==> src/rtl/pc_int_nest.sv <==
// rtl/pc_int_nest.sv - PC register with prioritised nestable interrupt entry and RFE return
module pc_int_nest #(
  parameter int              WIDTH      = 32,
  parameter int              NUM_IRQ    = 4,
  parameter int              NEST_DEPTH = 2,
  parameter logic [WIDTH-1:0] RESET_PC  = '0,
  parameter logic [WIDTH-1:0] VEC_BASE  = 'h4,
  parameter logic [WIDTH-1:0] VEC_STRIDE = 4
) (
  input  logic                              clk,
  input  logic                              reset,
  input  logic                              en,
  input  logic                              ie,
  input  logic                              rfe,
  input  logic [NUM_IRQ-1:0]                irq,
  input  logic [NUM_IRQ-1:0]                irq_mask,
  input  logic [WIDTH-1:0]                  pc_next,
  output logic [WIDTH-1:0]                  pc,
  output logic [NUM_IRQ-1:0]                irq_ack,
  output logic [$clog2(NUM_IRQ+1)-1:0]      cur_level,
  output logic [$clog2(NEST_DEPTH+1)-1:0]   depth,
  output logic                              rfe_err
);

  localparam int LW = $clog2(NUM_IRQ + 1);
  localparam int DW = $clog2(NEST_DEPTH + 1);

  logic [NUM_IRQ-1:0] req;
  logic               cand_valid;
  logic [LW-1:0]      cand_idx;
  logic               take;
  logic               pop;
  logic [WIDTH-1:0]   vec_addr;
  logic [WIDTH-1:0]   top_pc;
  logic [LW-1:0]      top_lvl;

  // EPC stack storage; contents are don't-care after reset so no reset here
  logic [WIDTH-1:0]   epc_pc  [NEST_DEPTH];
  logic [LW-1:0]      epc_lvl [NEST_DEPTH];

  assign req = irq & ~irq_mask;

  // Priority encode: lowest unmasked requesting line wins
  always_comb begin
    cand_valid = 1'b0;
    cand_idx   = '0;
    for (int k = NUM_IRQ - 1; k >= 0; k--) begin
      if (req[k]) begin
        cand_valid = 1'b1;
        cand_idx   = LW'(k);
      end
    end
  end

  // rfe outranks entry; reset gating keeps the pulses low while held in reset
  assign take = reset & en & ie & ~rfe & cand_valid &
                (cand_idx < cur_level) & (depth < DW'(NEST_DEPTH));
  assign pop  = en & rfe & (depth != '0);

  assign vec_addr = VEC_BASE + WIDTH'(cand_idx) * VEC_STRIDE;
  assign irq_ack  = take ? (NUM_IRQ'(1) << cand_idx) : '0;
  assign rfe_err  = reset & en & rfe & (depth == '0);

  // Read the top-of-stack entry (slot depth-1)
  always_comb begin
    top_pc  = '0;
    top_lvl = '0;
    for (int k = 0; k < NEST_DEPTH; k++) begin
      if (depth == DW'(k + 1)) begin
        top_pc  = epc_pc[k];
        top_lvl = epc_lvl[k];
      end
    end
  end

  // Push return PC and level into slot depth on interrupt entry
  always_ff @(posedge clk) begin
    for (int k = 0; k < NEST_DEPTH; k++) begin
      if (take && depth == DW'(k)) begin
        epc_pc[k]  <= pc_next;
        epc_lvl[k] <= cur_level;
      end
    end
  end

  // PC, level and depth update; en=0 holds everything
  always_ff @(posedge clk or negedge reset) begin
    if (!reset) begin
      pc        <= RESET_PC;
      cur_level <= LW'(NUM_IRQ);
      depth     <= '0;
    end else if (en) begin
      if (pop) begin
        pc        <= top_pc;
        cur_level <= top_lvl;
        depth     <= depth - 1'b1;
      end else if (take) begin
        pc        <= vec_addr;
        cur_level <= cand_idx;
        depth     <= depth + 1'b1;
      end else begin
        pc        <= pc_next;
      end
    end
  end

endmodule

==> config.mk <==
export PLATFORM = sky130hd
export DESIGN_NAME = pc_int_nest
export DESIGN_NICKNAME = d
export VERILOG_FILES = /design/src/rtl/pc_int_nest.sv
export SDC_FILE = /design/constraint.sdc
export NUM_CORES = 1
export LEC_CHECK = 0
export CAP_MARGIN = 20
export CORE_MARGIN = 1
export CORE_UTILIZATION = 55
export CTS_BUF_LIST = sky130_fd_sc_hd__clkbuf_2 sky130_fd_sc_hd__clkbuf_4 sky130_fd_sc_hd__clkbuf_8
export DETAILED_ROUTE_END_ITERATION = 8
export GPL_TIMING_DRIVEN = 1
export PLACE_DENSITY = 0.91
export SLEW_MARGIN = 25
export SYNTH_ARGS = -nofsm -noshare
export SYNTH_HDL_FRONTEND = slang
export SYNTH_SLANG_ARGS = --single-unit
==> constraint.sdc <==
create_clock -name clk -period 8.9 [get_ports clk]
set_clock_uncertainty 0.2 [all_clocks]
set_input_delay 1.78 -clock clk [delete_from_list [all_inputs] [get_ports clk]]
set_output_delay 1.78 -clock clk [all_outputs]
set_load 0.01 [all_outputs]
==> summary.txt <==
Implementation results.

The flow ran to the end, and the final reports show no timing, DRC or antenna violations. The stage logs contain a warning count of 31. The initial antenna violation count is 0. The library cell appearing most often on the critical path is clkdlybuf4s50_1.

After legalization and detailed placement, the total HPWL measured 6440 µm. The number of gates resized after cts is 0. The layout overhead on the synthesized area is 24.2%. The top cell type in the final layout, fill and taps aside, is clkdlybuf4s50_1. The post-CTS hold buffer count recorded in the log is 0.

The setup total negative slack is 0 ns. Of all flip-flops after synthesis, the portion carrying an async set or reset was 0.346. The worst setup path is of the in2out kind. The cell type with the largest total area is edfxtp_1. The number of buffers and inverters on the critical path is 2. The post-route clock period utilization is 0.759. Hold-check failures listed in the final report amount to 0.

For this run, the chip area from Yosys synthesis comes to 4600 µm². The layout summary lists the proportion of cells stronger than drive strength 1 as 0.0868. The number of buffers created by CTS is 9. Entering global routing, the biggest net connects 40 pins. The count of instantiated cells in the yosys netlist is 361. The worst hold-check path type is reg2reg. Per the post-synthesis stats, the area per cell is 12.8 µm².

As reported, the later end of the worst-skew pair has a clock insertion delay of 0.36 ns. Looking at the reg2reg group, the worst path starts from depth[0]$_DFFE_PN0P_. The maximum fanout along the worst path is 12. The cell sitting at the root of the clock tree is a clkbuf_8. The launch point of the worst min-delay path is recorded as pc[7]$_DFFE_PN0P_.

The CTS tree is built. The Yosys step of the flow raised 0 warnings. The total congestion overflow after global routing is 0.

The flip-flop and latch count after synthesis is 107. The critical path launch point is irq[3]. For met1 alone, demand over resource in global routing was 0.334. The report lists the cells along the critical path as clkdlybuf4s50_1 > nor2b_1 > nor2_1 > nor3_1 > ha_1 > nor2b_4 > o2bb2ai_2 > a311o_2 > and3_1 > clkdlybuf4s50_1.

During placement, the flow inserted port buffers numbering approximately 86. The vertical extent of the die is 93.5 µm. The dominant synthesized flop cell is edfxtp_1. The cell family with the largest share of critical-path delay is simple AND/OR/NAND/NOR gates. Before any placement, the netlist area is recorded as 4600 µm².

The tally of nets with antenna violations remaining after routing is 0. For this run, the register share of the synthesized area comes to 0.658. The area fraction of the largest cell type after synthesis is 0.457.

In the layout the commonest cells are 85 x clkdlybuf4s50_1, 70 x edfxtp_1, 59 x a21oi_1, 36 x nor2_1, 36 x dfrtp_1. Max-cap violations in this run came to 0. The last weighted congestion value of the routability-driven placer is 0.828. The top-level I/O count is 87. The met2 capacity usage during global routing is 0.433. After floorplanning, the die was sized to cover 8740 µm². The number of unique standard cell types used by synthesis is 38. Counting pins that exceed their max-slew limit in the final report gives 0. Looking at the max-slew report, the worst-margin pin has a slew of around 0.94 ns. The number of cells produced by synthesis is 361. The worst setup path is launched from a primary input. The highest supply drop recorded on VDD is 0.145 mV.

Clock tree synthesis found a total of approximately 110 sinks. The residual DRC count is 0. Per the placement report, the placed cell count is 527. Total global-route track usage over all layers is 0.258. The headroom to the max-slew limit is 0.373. Per STA, the highest per-stage delay on the worst path measures 0.49 ns. The main area contributors are edfxtp_1 46%, dfrtp_1 20%, a21oi_1 6.4%, a22o_1 5.3%, o211ai_1 4.9%. The via total after detailed routing is 3378. Synthesis produced a netlist with a net count of 414.
-- worst paths after layout --
kind | depth (start not counted) | slack (ns) | end
worst max register to register | 9 | 5.86 | pc[4]$_DFFE_PN0P_
worst min-delay path | 2 | 0.34 | pc[7]$_DFFE_PN0P_
worst max-delay path | 10 | 2.15 | irq_ack[1]
worst min register to register | 2 | 0.34 | pc[7]$_DFFE_PN0P_
max in group asynchronous | 2 | 6.85 | cur_level[2]$_DFFE_PN1P_
min in group asynchronous | 2 | 1.26 | pc[20]$_DFFE_PN0P_
-- report_power, final --
part           switching (mW)  internal [mW]  total [mW]
Clock                   0.165          0.167       0.332
Combinational           0.244          0.197       0.440
Sequential             0.0357          0.577       0.613
Total                   0.445          0.941        1.39
-- worst register-to-register path: stages, from the launching register on --
cell     delay [ns]
dfrtp_1        0.42
inv_1          0.11
ha_1           0.20
buf_4          0.27
nor2b_2        0.74
buf_4          0.38
a22oi_1        0.09
o21ai_0        0.25
a31oi_1        0.10
a21oi_1        0.22
-- cells in the mapped netlist (all sizes together) (2+ instances only) --
library cell,n
clkbuf,16
dfrtp,36
a21o,2
o211ai,30
buf,15
and3,6
edfxtp,70
a22o,28
inv,6
a22oi,2
a221oi,2
o21ai,7
nand3,5
a221o,2
ha,8
nor2,37
a311oi,2
a31oi,4
nand2,6
nand2b,2
nor2b,6
a21oi,59
-- layer usage --
layer  vias to the layer above  wire (µm)
met5                         -          0
met4                         0        111
met3                         9        758
met2                       168       5610
met1                      1687       4170
li1                       1514          -
-- registers in the layout, indices dropped and copies added (netlist names) --
signal,count
depth,2
cur_level,3
epc_pc,64
epc_lvl,6
pc,32
-- stage by stage --
step | hold WS (ns) | area (µm²) | setup slack (ns) | total power, mW
2_1_floorplan | 0.320 | 4600 | 3.24 | 0.894
3_3_place_gp | 0.302 | 5490 | 2.32 | 1.04
5_1_grt | 0.360 | 5720 | 2.04 | 1.45
3_5_place_dp | 0.311 | 5490 | 2.15 | 1.06
6_report | 0.339 | 5720 | 2.15 | 1.39
4_1_cts | 0.337 | 5720 | 2.15 | 1.39
-- cell families after synthesis --
| kind of cell | Yosys count | synth area share |
|---|---|---|
| fa+ha+maj | 8 | 0.0217 |
| simple gates | 65 | 0.0660 |
| flops | 107 | 0.658 |
| compound gates | 143 | 0.214 |
| buf+inv | 37 | 0.0383 |
| xor+xnor | 1 | 0.00190 |
-- final cells by class --
cell class / instances / area, µm²
fillers: 566 / 2460
repair buffers: 92 / 901
clock buffers: 11 / 139
inverters: 6 / 22.5
clock inverters: 5 / 86.3
flip-flops and latches: 107 / 3030
multi-input cells: 217 / 1410
well taps: 105 / 131
Metal 1:
Bar = 20 µm.
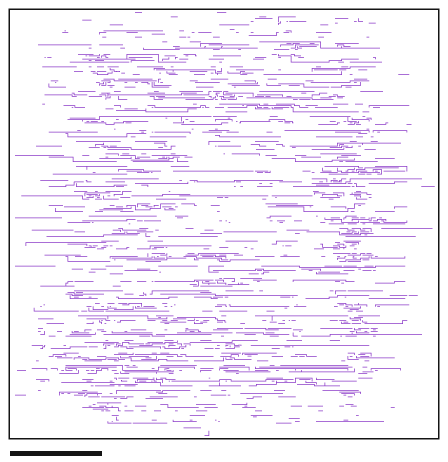
longest straight run = 25.8 µm
wire length on this layer = 4170 µm
main direction = horizontal
share of all routed wire = 39%

M2 wires:
Bar = 20 µm.
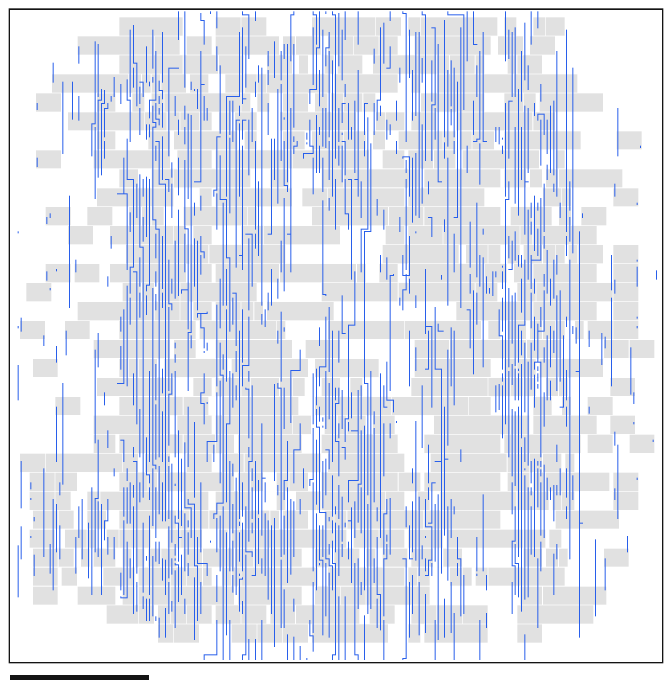
main direction = vertical
longest straight run = 58.1 µm
nets with wire on the layer = 412
share of all routed wire = 53%

Met3 routing:
Bar = 20 µm.
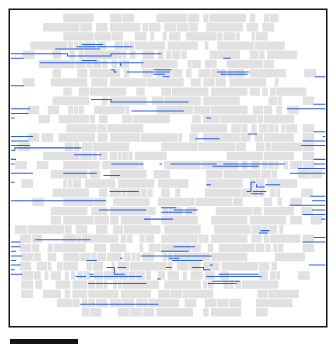
main direction = horizontal
nets with wire on the layer = 80

No activity file was given, so power comes from the tool's default toggle rates.
